==> run_1/final_placement.png <==
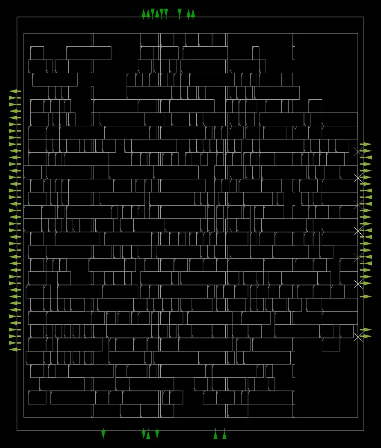
==> run_1/port_nets.png <==
The bar under the picture is 20 microns long.
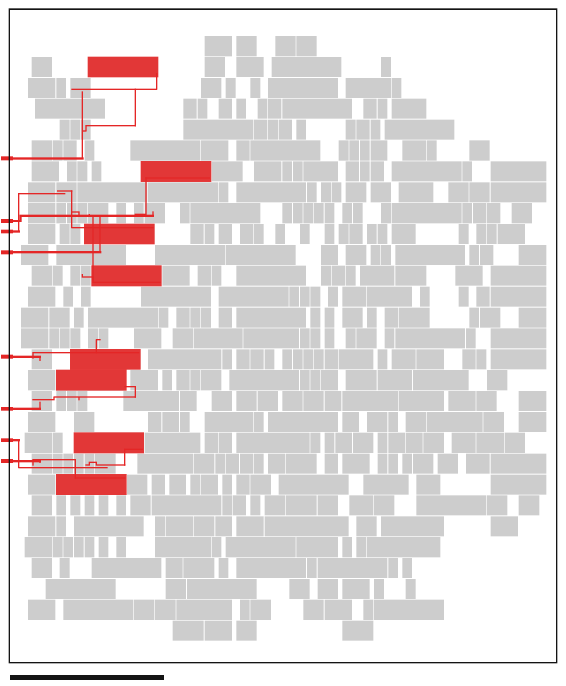
==> run_1/wire_density.png <==
The die is cut into 14 by 17 equal tiles; dark blue is low, red is high, scaled to the fullest tile. Values are wire area over tile area, all layers added.
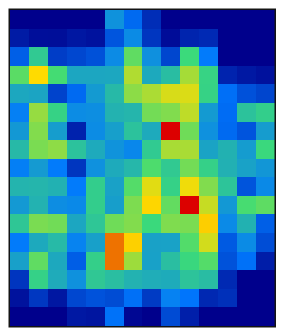
==> run_1/cell_classes.png <==
Fill, decap, tap and diode cells in grey.
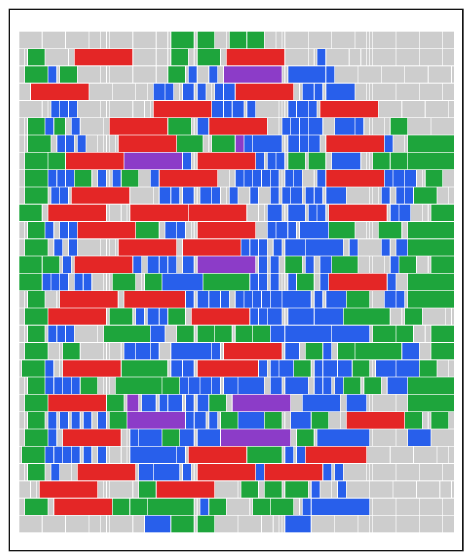
**config.mk**
```make
export PLATFORM = sky130hd
export DESIGN_NAME = alu_seq_ctrl_flat
export DESIGN_NICKNAME = d
export VERILOG_FILES = /design/src/rtl/alu_seq_ctrl_if.sv /design/src/rtl/alu_seq_ctrl.sv /design/src/flat_wrapper.sv
export SDC_FILE = /design/constraint.sdc
export NUM_CORES = 1
export LEC_CHECK = 0
export ABC_AREA = 1
export CAP_MARGIN = 30
export CORE_ASPECT_RATIO = 1.2
export CORE_UTILIZATION = 41
export CTS_BUF_LIST = sky130_fd_sc_hd__clkbuf_16
export DETAILED_ROUTE_END_ITERATION = 7
export PLACE_DENSITY = 0.78
export SYNTH_ARGS = -nofsm -noshare
export SYNTH_HDL_FRONTEND = slang
export SYNTH_SLANG_ARGS = --single-unit
```
**constraint.sdc**
```tcl
create_clock -name clk -period 1.8 [get_ports clk]
set_input_delay 0.45 -clock clk [delete_from_list [all_inputs] [get_ports clk]]
set_output_delay 0.45 -clock clk [all_outputs]
set_load 0.05 [all_outputs]
```
**src/rtl/alu_seq_ctrl_if.sv**
```systemverilog
// Bundle of the instruction-fetch, register-file and alu_ctrl signals around alu_seq_ctrl.
// master = sequencer side, slave = memory / register file / alu_ctrl side.
interface alu_seq_ctrl_if;
  logic       imem_req;
  logic [7:0] imem_addr;
  logic       imem_valid;
  logic [7:0] imem_data;
  logic [1:0] rf_raddr1;
  logic [1:0] rf_raddr2;
  logic [7:0] rf_rdata1;
  logic [7:0] rf_rdata2;
  logic [2:0] alu_op;
  logic [7:0] alu_data1;
  logic [7:0] alu_data2;
  logic [7:0] alu_result;
  logic       alu_zero;
  logic       rf_we;
  logic [1:0] rf_waddr;
  logic [7:0] rf_wdata;
  logic       halt;

  modport master (
    output imem_req, imem_addr, rf_raddr1, rf_raddr2,
           alu_op, alu_data1, alu_data2, rf_we, rf_waddr, rf_wdata, halt,
    input  imem_valid, imem_data, rf_rdata1, rf_rdata2, alu_result, alu_zero
  );

  modport slave (
    input  imem_req, imem_addr, rf_raddr1, rf_raddr2,
           alu_op, alu_data1, alu_data2, rf_we, rf_waddr, rf_wdata, halt,
    output imem_valid, imem_data, rf_rdata1, rf_rdata2, alu_result, alu_zero
  );
endinterface

```
**src/rtl/alu_seq_ctrl.sv**
```systemverilog
// Multi-cycle fetch/decode/execute sequencer of the 8-bit core, feeding alu_ctrl.
// Optional SEQ_SINGLE_STEP_EN adds a 'step' input that gates each instruction fetch.
//
// state   | meaning
// FETCH   | request opcode byte at pc, wait for imem_valid
// DECODE  | latch register operands for alu_ctrl, pick next state
// FETCH2  | request second byte (beq offset / li immediate)
// EXEC    | alu_op = opcode for one cycle
// WB      | write back result/immediate, or resolve beq
// HALT    | stopped until reset
module alu_seq_ctrl #(
  parameter logic [7:0] RESET_PC = 8'h00,
  parameter logic [2:0] IDLE_OP  = 3'b111
) (
  input  logic clk,
  input  logic rst_n,
`ifdef SEQ_SINGLE_STEP_EN
  input  logic step,
`endif
  alu_seq_ctrl_if.master bus
);

  localparam logic [2:0] S_FETCH  = 3'd0;
  localparam logic [2:0] S_DECODE = 3'd1;
  localparam logic [2:0] S_FETCH2 = 3'd2;
  localparam logic [2:0] S_EXEC   = 3'd3;
  localparam logic [2:0] S_WB     = 3'd4;
  localparam logic [2:0] S_HALT   = 3'd5;

  localparam logic [2:0] OP_BEQ  = 3'b101;
  localparam logic [2:0] OP_LI   = 3'b110;
  localparam logic [2:0] OP_HALT = 3'b111;

  logic [2:0] state_q, state_d;
  logic [7:0] pc_q, pc_d;
  logic [7:0] ir_q, ir_d;
  logic [7:0] operand_q, operand_d;
  logic [7:0] data1_q, data1_d;
  logic [7:0] data2_q, data2_d;
  logic       imem_req_q, imem_req_d;
  logic       fetch_hit;
  logic       fetch_allow;
  logic [2:0] op;
  logic       ir_unused;

  assign op        = ir_q[7:5];
  assign ir_unused = ir_q[0];
  // Valid only counts while our own registered request is up.
  assign fetch_hit = imem_req_q && bus.imem_valid;

  always_comb begin
    state_d   = state_q;
    pc_d      = pc_q;
    ir_d      = ir_q;
    operand_d = operand_q;
    data1_d   = data1_q;
    data2_d   = data2_q;
    case (state_q)
      S_FETCH: begin
        if (fetch_hit) begin
          ir_d    = bus.imem_data;
          pc_d    = pc_q + 8'd1;
          state_d = S_DECODE;
        end
      end
      S_DECODE: begin
        data1_d = bus.rf_rdata1;
        data2_d = bus.rf_rdata2;
        if (op == OP_HALT)                     state_d = S_HALT;
        else if (op == OP_BEQ || op == OP_LI)  state_d = S_FETCH2;
        else                                   state_d = S_EXEC;
      end
      S_FETCH2: begin
        if (fetch_hit) begin
          operand_d = bus.imem_data;
          pc_d      = pc_q + 8'd1;
          state_d   = (op == OP_BEQ) ? S_EXEC : S_WB;
        end
      end
      S_EXEC: state_d = S_WB;
      S_WB: begin
        if (op == OP_BEQ && bus.alu_zero) pc_d = pc_q + operand_q;
        state_d = S_FETCH;
      end
      S_HALT:  state_d = S_HALT;
      default: state_d = S_FETCH;
    endcase
  end

`ifdef SEQ_SINGLE_STEP_EN
  logic step_ok_q, step_ok_d;

  // One step sample arms a single opcode fetch; leaving FETCH disarms it.
  always_comb begin
    step_ok_d = (state_d == S_FETCH) && (step_ok_q || (state_q == S_FETCH && step));
  end

  always_ff @(posedge clk or negedge rst_n) begin
    if (!rst_n) step_ok_q <= 1'b0;
    else        step_ok_q <= step_ok_d;
  end

  assign fetch_allow = step_ok_d;
`else
  assign fetch_allow = 1'b1;
`endif

  always_comb begin
    imem_req_d = (state_d == S_FETCH2) || ((state_d == S_FETCH) && fetch_allow);
  end

  always_ff @(posedge clk or negedge rst_n) begin
    if (!rst_n) begin
      state_q    <= S_FETCH;
      pc_q       <= RESET_PC;
      ir_q       <= 8'h00;
      operand_q  <= 8'h00;
      data1_q    <= 8'h00;
      data2_q    <= 8'h00;
      imem_req_q <= 1'b0;
    end else begin
      state_q    <= state_d;
      pc_q       <= pc_d;
      ir_q       <= ir_d;
      operand_q  <= operand_d;
      data1_q    <= data1_d;
      data2_q    <= data2_d;
      imem_req_q <= imem_req_d;
    end
  end

  assign bus.imem_req  = imem_req_q;
  assign bus.imem_addr = pc_q;
  assign bus.rf_raddr1 = ir_q[4:3];
  assign bus.rf_raddr2 = ir_q[2:1];
  assign bus.rf_waddr  = ir_q[4:3];
  assign bus.alu_data1 = data1_q;
  assign bus.alu_data2 = data2_q;
  assign bus.alu_op    = (state_q == S_EXEC) ? op : IDLE_OP;
  // Write strobe decodes straight from state so an async reset kills it at once.
  assign bus.rf_we     = (state_q == S_WB) && (op != OP_BEQ);
  assign bus.rf_wdata  = (state_q != S_WB) ? 8'h00 :
                         (op == OP_LI)     ? operand_q :
                         (op == OP_BEQ)    ? 8'h00 : bus.alu_result;
  assign bus.halt      = (state_q == S_HALT);

endmodule
```
**src/flat_wrapper.sv**
```systemverilog
// flat-port wrapper written by rule: the top's interface ports become plain ports
module alu_seq_ctrl_flat 
#(
  parameter logic [7:0] RESET_PC = 8'h00,
  parameter logic [2:0] IDLE_OP  = 3'b111
)
  (clk, rst_n, bus_imem_req, bus_imem_addr, bus_rf_raddr1, bus_rf_raddr2, bus_alu_op, bus_alu_data1, bus_alu_data2, bus_rf_we, bus_rf_waddr, bus_rf_wdata, bus_halt, bus_imem_valid, bus_imem_data, bus_rf_rdata1, bus_rf_rdata2, bus_alu_result, bus_alu_zero);
  alu_seq_ctrl_if bus_i ();
  input  logic clk;
  input  logic rst_n;
  output wire logic [$bits(bus_i.imem_req)-1:0] bus_imem_req;
  output wire logic [$bits(bus_i.imem_addr)-1:0] bus_imem_addr;
  output wire logic [$bits(bus_i.rf_raddr1)-1:0] bus_rf_raddr1;
  output wire logic [$bits(bus_i.rf_raddr2)-1:0] bus_rf_raddr2;
  output wire logic [$bits(bus_i.alu_op)-1:0] bus_alu_op;
  output wire logic [$bits(bus_i.alu_data1)-1:0] bus_alu_data1;
  output wire logic [$bits(bus_i.alu_data2)-1:0] bus_alu_data2;
  output wire logic [$bits(bus_i.rf_we)-1:0] bus_rf_we;
  output wire logic [$bits(bus_i.rf_waddr)-1:0] bus_rf_waddr;
  output wire logic [$bits(bus_i.rf_wdata)-1:0] bus_rf_wdata;
  output wire logic [$bits(bus_i.halt)-1:0] bus_halt;
  input wire logic [$bits(bus_i.imem_valid)-1:0] bus_imem_valid;
  input wire logic [$bits(bus_i.imem_data)-1:0] bus_imem_data;
  input wire logic [$bits(bus_i.rf_rdata1)-1:0] bus_rf_rdata1;
  input wire logic [$bits(bus_i.rf_rdata2)-1:0] bus_rf_rdata2;
  input wire logic [$bits(bus_i.alu_result)-1:0] bus_alu_result;
  input wire logic [$bits(bus_i.alu_zero)-1:0] bus_alu_zero;
  assign bus_imem_req = bus_i.imem_req;
  assign bus_imem_addr = bus_i.imem_addr;
  assign bus_rf_raddr1 = bus_i.rf_raddr1;
  assign bus_rf_raddr2 = bus_i.rf_raddr2;
  assign bus_alu_op = bus_i.alu_op;
  assign bus_alu_data1 = bus_i.alu_data1;
  assign bus_alu_data2 = bus_i.alu_data2;
  assign bus_rf_we = bus_i.rf_we;
  assign bus_rf_waddr = bus_i.rf_waddr;
  assign bus_rf_wdata = bus_i.rf_wdata;
  assign bus_halt = bus_i.halt;
  assign bus_i.imem_valid = bus_imem_valid;
  assign bus_i.imem_data = bus_imem_data;
  assign bus_i.rf_rdata1 = bus_rf_rdata1;
  assign bus_i.rf_rdata2 = bus_rf_rdata2;
  assign bus_i.alu_result = bus_alu_result;
  assign bus_i.alu_zero = bus_alu_zero;
  alu_seq_ctrl #(.RESET_PC(RESET_PC), .IDLE_OP(IDLE_OP)) u_core (.clk(clk), .rst_n(rst_n), .bus(bus_i));
endmodule
```
==> results.txt, run 1 <==
yosys + openroad results -> outcome=complete, but fails checks, failing checks=DRC, setup timing, Fmax=490 MHz, nets@finish=456, Final Non-Filler Cells=475, CP Cell Sequence=nor2_4 -> nand2_4 -> inv_4 -> buf_6 -> nand2_8 -> clkinvlp_4 -> nand3_2 -> o21ai_2 -> buf_12, Initial DRC Count=127, Final Hold Fails=0, Syn-to-layout area delta=62.5%, static leakage=1.96 nW, TritonRoute pass-1 iters=8, internal reg-to-reg setup slack=-0.17 ns, dpl ws=-0.0895 ns, well tap count=62, endpoints failing setup=20, CP max stage cell=dfrtp_1, Hold Buf Count CTS=0, DRT Wirelength=6240 microns, VDD IR max=1.33 mV, setup ws final=-0.240 ns, Inserted Clock Buffers=5, post-route ant nets=0, Yosys reg bits=43, Pwr per Cell Area=1820 nW/um^2, clock share of power=14.6%, Worst Path Max Fanout=7, Tool Warnings=29, grt ovf=0, fraction of area in registers=28.3%, DRC=7, Late-Pin Clk Latency=0.28 ns, die area=6040 sq um, CTS tree=done, synthesized area=2350 sq um, placed cell count=450
-- final_placement.png (at the start) --
core footprint: 5410 sq um
Filler Cells Inserted: 400

-- port_nets.png (at the start) --
Key: bus_alu_data2 = red [direction output, edge left, end cells 8, buffers 8, wire 229 microns]
port buffer count: 79
I/O pins: 80

-- wire_density.png (at the start) --
The mean over all tiles is 0.17. The fullest tile reaches 0.53. 13% of the tiles are nearly empty.
DR vias: 2356
Total GRT Usage: 22.1%

-- cell_classes.png (at the start) --
Key: clock drivers and dummy loads = purple [cells 8, share of their area 4.4%]; flops = red [cells 43, share of their area 29%]; all other logic = blue [cells 244, share of their area 35%]; other buffers and delay cells = green [cells 118, share of their area 31%]
Design Area, Final: 3820 sq um
row cnt: 29

-- run 1: synth_stat cells, types with 2 or more instances --
cell	instances	area share, %
nand2_1	114	18
dfrtp_1	43	46
inv_1	35	5.6
nand3_1	15	3.2
o21ai_1	15	3.2
nor2_1	13	2.1
o21ai_0	10	2.1
buf_4	9	2.9
ha_1	7	3.7
a21oi_1	5	1.1
nand2_2	4	1.1
nand4_1	4	1.1
o21ai_2	4	1.5
inv_2	3	0.48
nand2_4	3	1.4
buf_2	2	0.43
buf_6	2	0.96
or2_2	2	0.53
xor2_1	2	0.75
-- run 1: timing repair --
| action | 4_1_cts | 5_1_grt |
|---|---|---|
| resized | 28 | 13 |
| setup endpoints to repair | 20 | 20 |
| pin swaps | 8 | 6 |
| buffers inserted | 8 | 10 |
-- run 1: worst paths after layout --
path,start,to,depth (start not counted)
worst max-delay path,u_core.state_q[1],bus_rf_wdata[7],9
worst min-delay path,rst_n,u_core.bus.alu_data1[3],1
worst max register to register,u_core.state_q[1],u_core.bus.imem_addr[6],12
worst min register to register,u_core.bus.alu_data1[2],u_core.bus.alu_data1[2],2
max in group asynchronous,rst_n,u_core.bus.imem_addr[0],2
min in group clk,u_core.bus.alu_data1[2],u_core.bus.alu_data1[2],2
-- run 1: cells in the final DEF (no fill, tap or decap), types with 2 or more instances in the layout --
cell type and n:
nand2_1 109, buf_4 64, dfrtp_1 40, clkdlybuf4s50_1 34, inv_1 28, o21ai_1 20, buf_12 15, nor2_1 12
nand3_1 9, nand2_2 8, inv_2 7, o21ai_2 6, ha_1 6, clkbuf_16 5, nand4_1 4, nand3_2 4
a21oi_1 4, nand2_4 3, buf_6 3, dfrtp_2 3, nor2_4 2, inv_4 2, nand3_4 2, o21ai_0 2
-- run 1: kinds of logic (layout without fill, tap and decap cells) --
logic type | count (synthesis) | in the layout | synth area share [%]
AOI/OAI and AO/OA | 34 | 34 | 7.88
xor gates and xnor gates | 3 | 3 | 1.12
adders and majority gates | 8 | 8 | 4.58
buffers and inverters | 51 | 164 | 10.3
DFF | 43 | 43 | 45.8
muxes | 1 | 1 | 0.479
and+or+nand+nor | 160 | 160 | 29.9
-- run 1: per-layer routing --
metal	GRT usage, %	vias up	share of wire, %
met2	39.0	97	52
li1	-	1155	-
met4	10.4	0	2.3
met3	7.36	15	7.9
met5	0	-	0
met1	23.9	1089	37
-- run 1: power groups by stage --
stage	registers (mW)	logic [mW]	clock network [mW]
floorplan	2.57	1.73	0
global placement	1.73	3.69	0
detailed placement	1.73	3.79	0
CTS	1.75	4.01	1.03
global route	1.81	4.49	1.07
finish	1.76	4.18	1.01
-- run 1: stage by stage --
| stage | area, sq um | utilization [%] | hold slack [ns] |
|---|---|---|---|
| 2_1_floorplan | 2370 | - | 0.154 |
| 3_3_place_gp | 3380 | 62.5 | 0.416 |
| 3_5_place_dp | 3380 | 62.5 | 0.412 |
| 4_1_cts | 3700 | 68.5 | 0.109 |
| 5_1_grt | 3820 | 70.7 | 0.130 |
| 6_report | 3820 | 70.7 | 0.101 |
--- run 2 (diff from run 1) ---
--- a/config.mk
+++ b/config.mk
@@ -7,8 +7,10 @@
 export LEC_CHECK = 0
 export ABC_AREA = 1
 export CAP_MARGIN = 30
+export CELL_PAD_IN_SITES_DETAIL_PLACEMENT = 1
+export CELL_PAD_IN_SITES_GLOBAL_PLACEMENT = 1
 export CORE_ASPECT_RATIO = 1.2
-export CORE_UTILIZATION = 41
+export CORE_UTILIZATION = 29
 export CTS_BUF_LIST = sky130_fd_sc_hd__clkbuf_16
 export DETAILED_ROUTE_END_ITERATION = 7
 export PLACE_DENSITY = 0.78
==> results.txt, run 2 <==
yosys + openroad results -> die area=8470 sq um (+40%), CTS tree=done, TritonRoute pass-1 iters=6 (-2), Yosys reg bits=43 (unchanged), most frequent logic cell in the layout=nand2_1, synthesized area=2350 sq um (unchanged), Pwr per Cell Area=1800 nW/um^2 (-1.1%), top post-synthesis cells by area=dfrtp_1 46%, nand2_1 18%, inv_1 5.6%, ha_1 3.7%, nand3_1 3.2%, nets@finish=462 (+1.3%), CP max stage cell=dfrtp_1, Top cell area share=45.8% (unchanged), setup ws final=-0.267 ns (-0.0268 ns), outcome=complete, but fails checks, Initial DRC Count=57 (-55%), Worst Path Max Fanout=6 (-1), failing checks=DRC, setup timing, CP Cell Sequence=nor2_4 -> nand2_4 -> inv_6 -> nand2_8 -> clkinvlp_4 -> nand3_2 -> o21ai_4 -> buf_12, endpoints failing setup=20 (unchanged), Synth area leader=dfrtp_1, Inserted Clock Buffers=5 (unchanged), DRC=10 (+3), static leakage=2.05 nW (+4.5%), dpl ws=-0.120 ns (-0.0306 ns)
run 2: worst register-to-register path, cell delays in order (launching register included):
cell     delay (ns)
dfrtp_1        0.42
nor2_4         0.16
nand2_4        0.11
buf_6          0.14
or2_4          0.23
ha_4           0.17
buf_6          0.11
nand2_4        0.05
nand2_4        0.07
nand2_4        0.09
buf_4          0.11
xor2_1         0.19
o21ai_2        0.08
run 2: cells by family (layout without fill, tap and decap cells):
group / after synthesis / after routing / synth area share [%]
AOI/OAI and AO/OA: 34 / 34 / 7.88
xor gates and xnor gates: 3 / 3 / 1.12
adders and majority gates: 8 / 8 / 4.58
buffers and inverters: 51 / 170 / 10.3
DFF: 43 / 43 / 45.8
muxes: 1 / 1 / 0.479
and+or+nand+nor: 160 / 160 / 29.9
run 2: worst paths after layout:
check / start / endpoint / slack (ns) / cells past startpoint
max in group asynchronous: rst_n / u_core.state_q[0] / 1.20 / 2
hold / removal: rst_n / u_core.bus.alu_data2[2] / 0.08 / 1
hold reg to reg: u_core.bus.alu_data1[7] / u_core.bus.alu_data1[7] / 0.48 / 2
setup reg to reg: u_core.state_q[1] / u_core.bus.imem_addr[3] / -0.24 / 12
min in group clk: u_core.bus.alu_data1[7] / u_core.bus.alu_data1[7] / 0.48 / 2
setup / recovery: u_core.state_q[1] / bus_rf_wdata[1] / -0.27 / 8
run 2: area by class of cell:
| cell class | instances | share of cell area, % |
|---|---|---|
| inverter | 38 | 3.87 |
| sequential | 43 | 26.3 |
| tap | 92 | 2.80 |
| timing repair buffer | 124 | 31.2 |
| clock buffer | 5 | 3.05 |
| multi-input combinational | 206 | 32.1 |
| clock inverter | 3 | 0.579 |
run 2: what timing repair did:
| action | 4_1_cts | 5_1_grt |
|---|---|---|
| resized | 65 | 21 |
| gates cloned | 1 | 0 |
| hold endpoints to repair | 0 | 0 |
| pin swaps | 16 | 12 |
| endpoints found under the setup margin | 19 | 20 |
| buffers inserted | 18 | 3 |
run 2: power by group:
part	total [mW]	switching (mW)	internal, mW
Sequential	1.80	0.381	1.42
Clock	0.947	0.427	0.520
Combinational	4.64	2.93	1.71
run 2: stage by stage:
stage | hold slack (ns) | instance area [sq um] | instances
2_1_floorplan | 0.154 | 2370 | 300
3_3_place_gp | 0.404 | 3420 | 481
3_5_place_dp | 0.407 | 3420 | 481
4_1_cts | 0.0922 | 3990 | 508
5_1_grt | 0.116 | 4110 | 511
6_report | 0.0787 | 4110 | 511
run 2: layer usage:
| metal | vias up | global-route usage, % | routed length, microns |
|---|---|---|---|
| met5 | - | 0 | 0 |
| met1 | 1179 | 21.5 | 3050 |
| met3 | 23 | 4.83 | 476 |
| met2 | 88 | 42.4 | 4770 |
| li1 | 1163 | - | - |
| met4 | 0 | 7.43 | 262 |
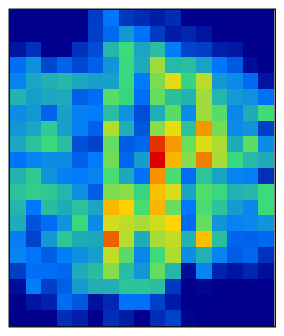
(run_2/wire_density.png)
The die is cut into 17 by 20 equal tiles; dark blue is low, red is high, scaled to the fullest tile. Values are wire area over tile area, all layers added.
The mean over all tiles is 0.16. The fullest tile reaches 0.53. The emptiest ninth of the die: lower right. 17% of the tiles are over half the peak. 14% of the tiles are nearly empty. The densest ninth of the die: centre.
Total GRT Usage: 21.3%
DR vias: 2453
DRT Wirelength: 8560 microns
Routed WL per cell: 16.7 microns

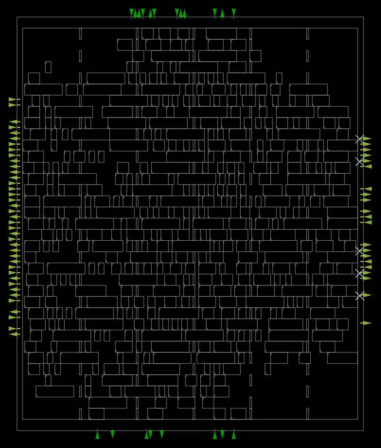
(run_2/final_placement.png)
Final Util: 53.0%
Final Non-Filler Cells: 511
Filler Cells Inserted: 872
fraction of area in registers: 26.3%
well tap count: 92

Power and IR drop assume default switching activity.
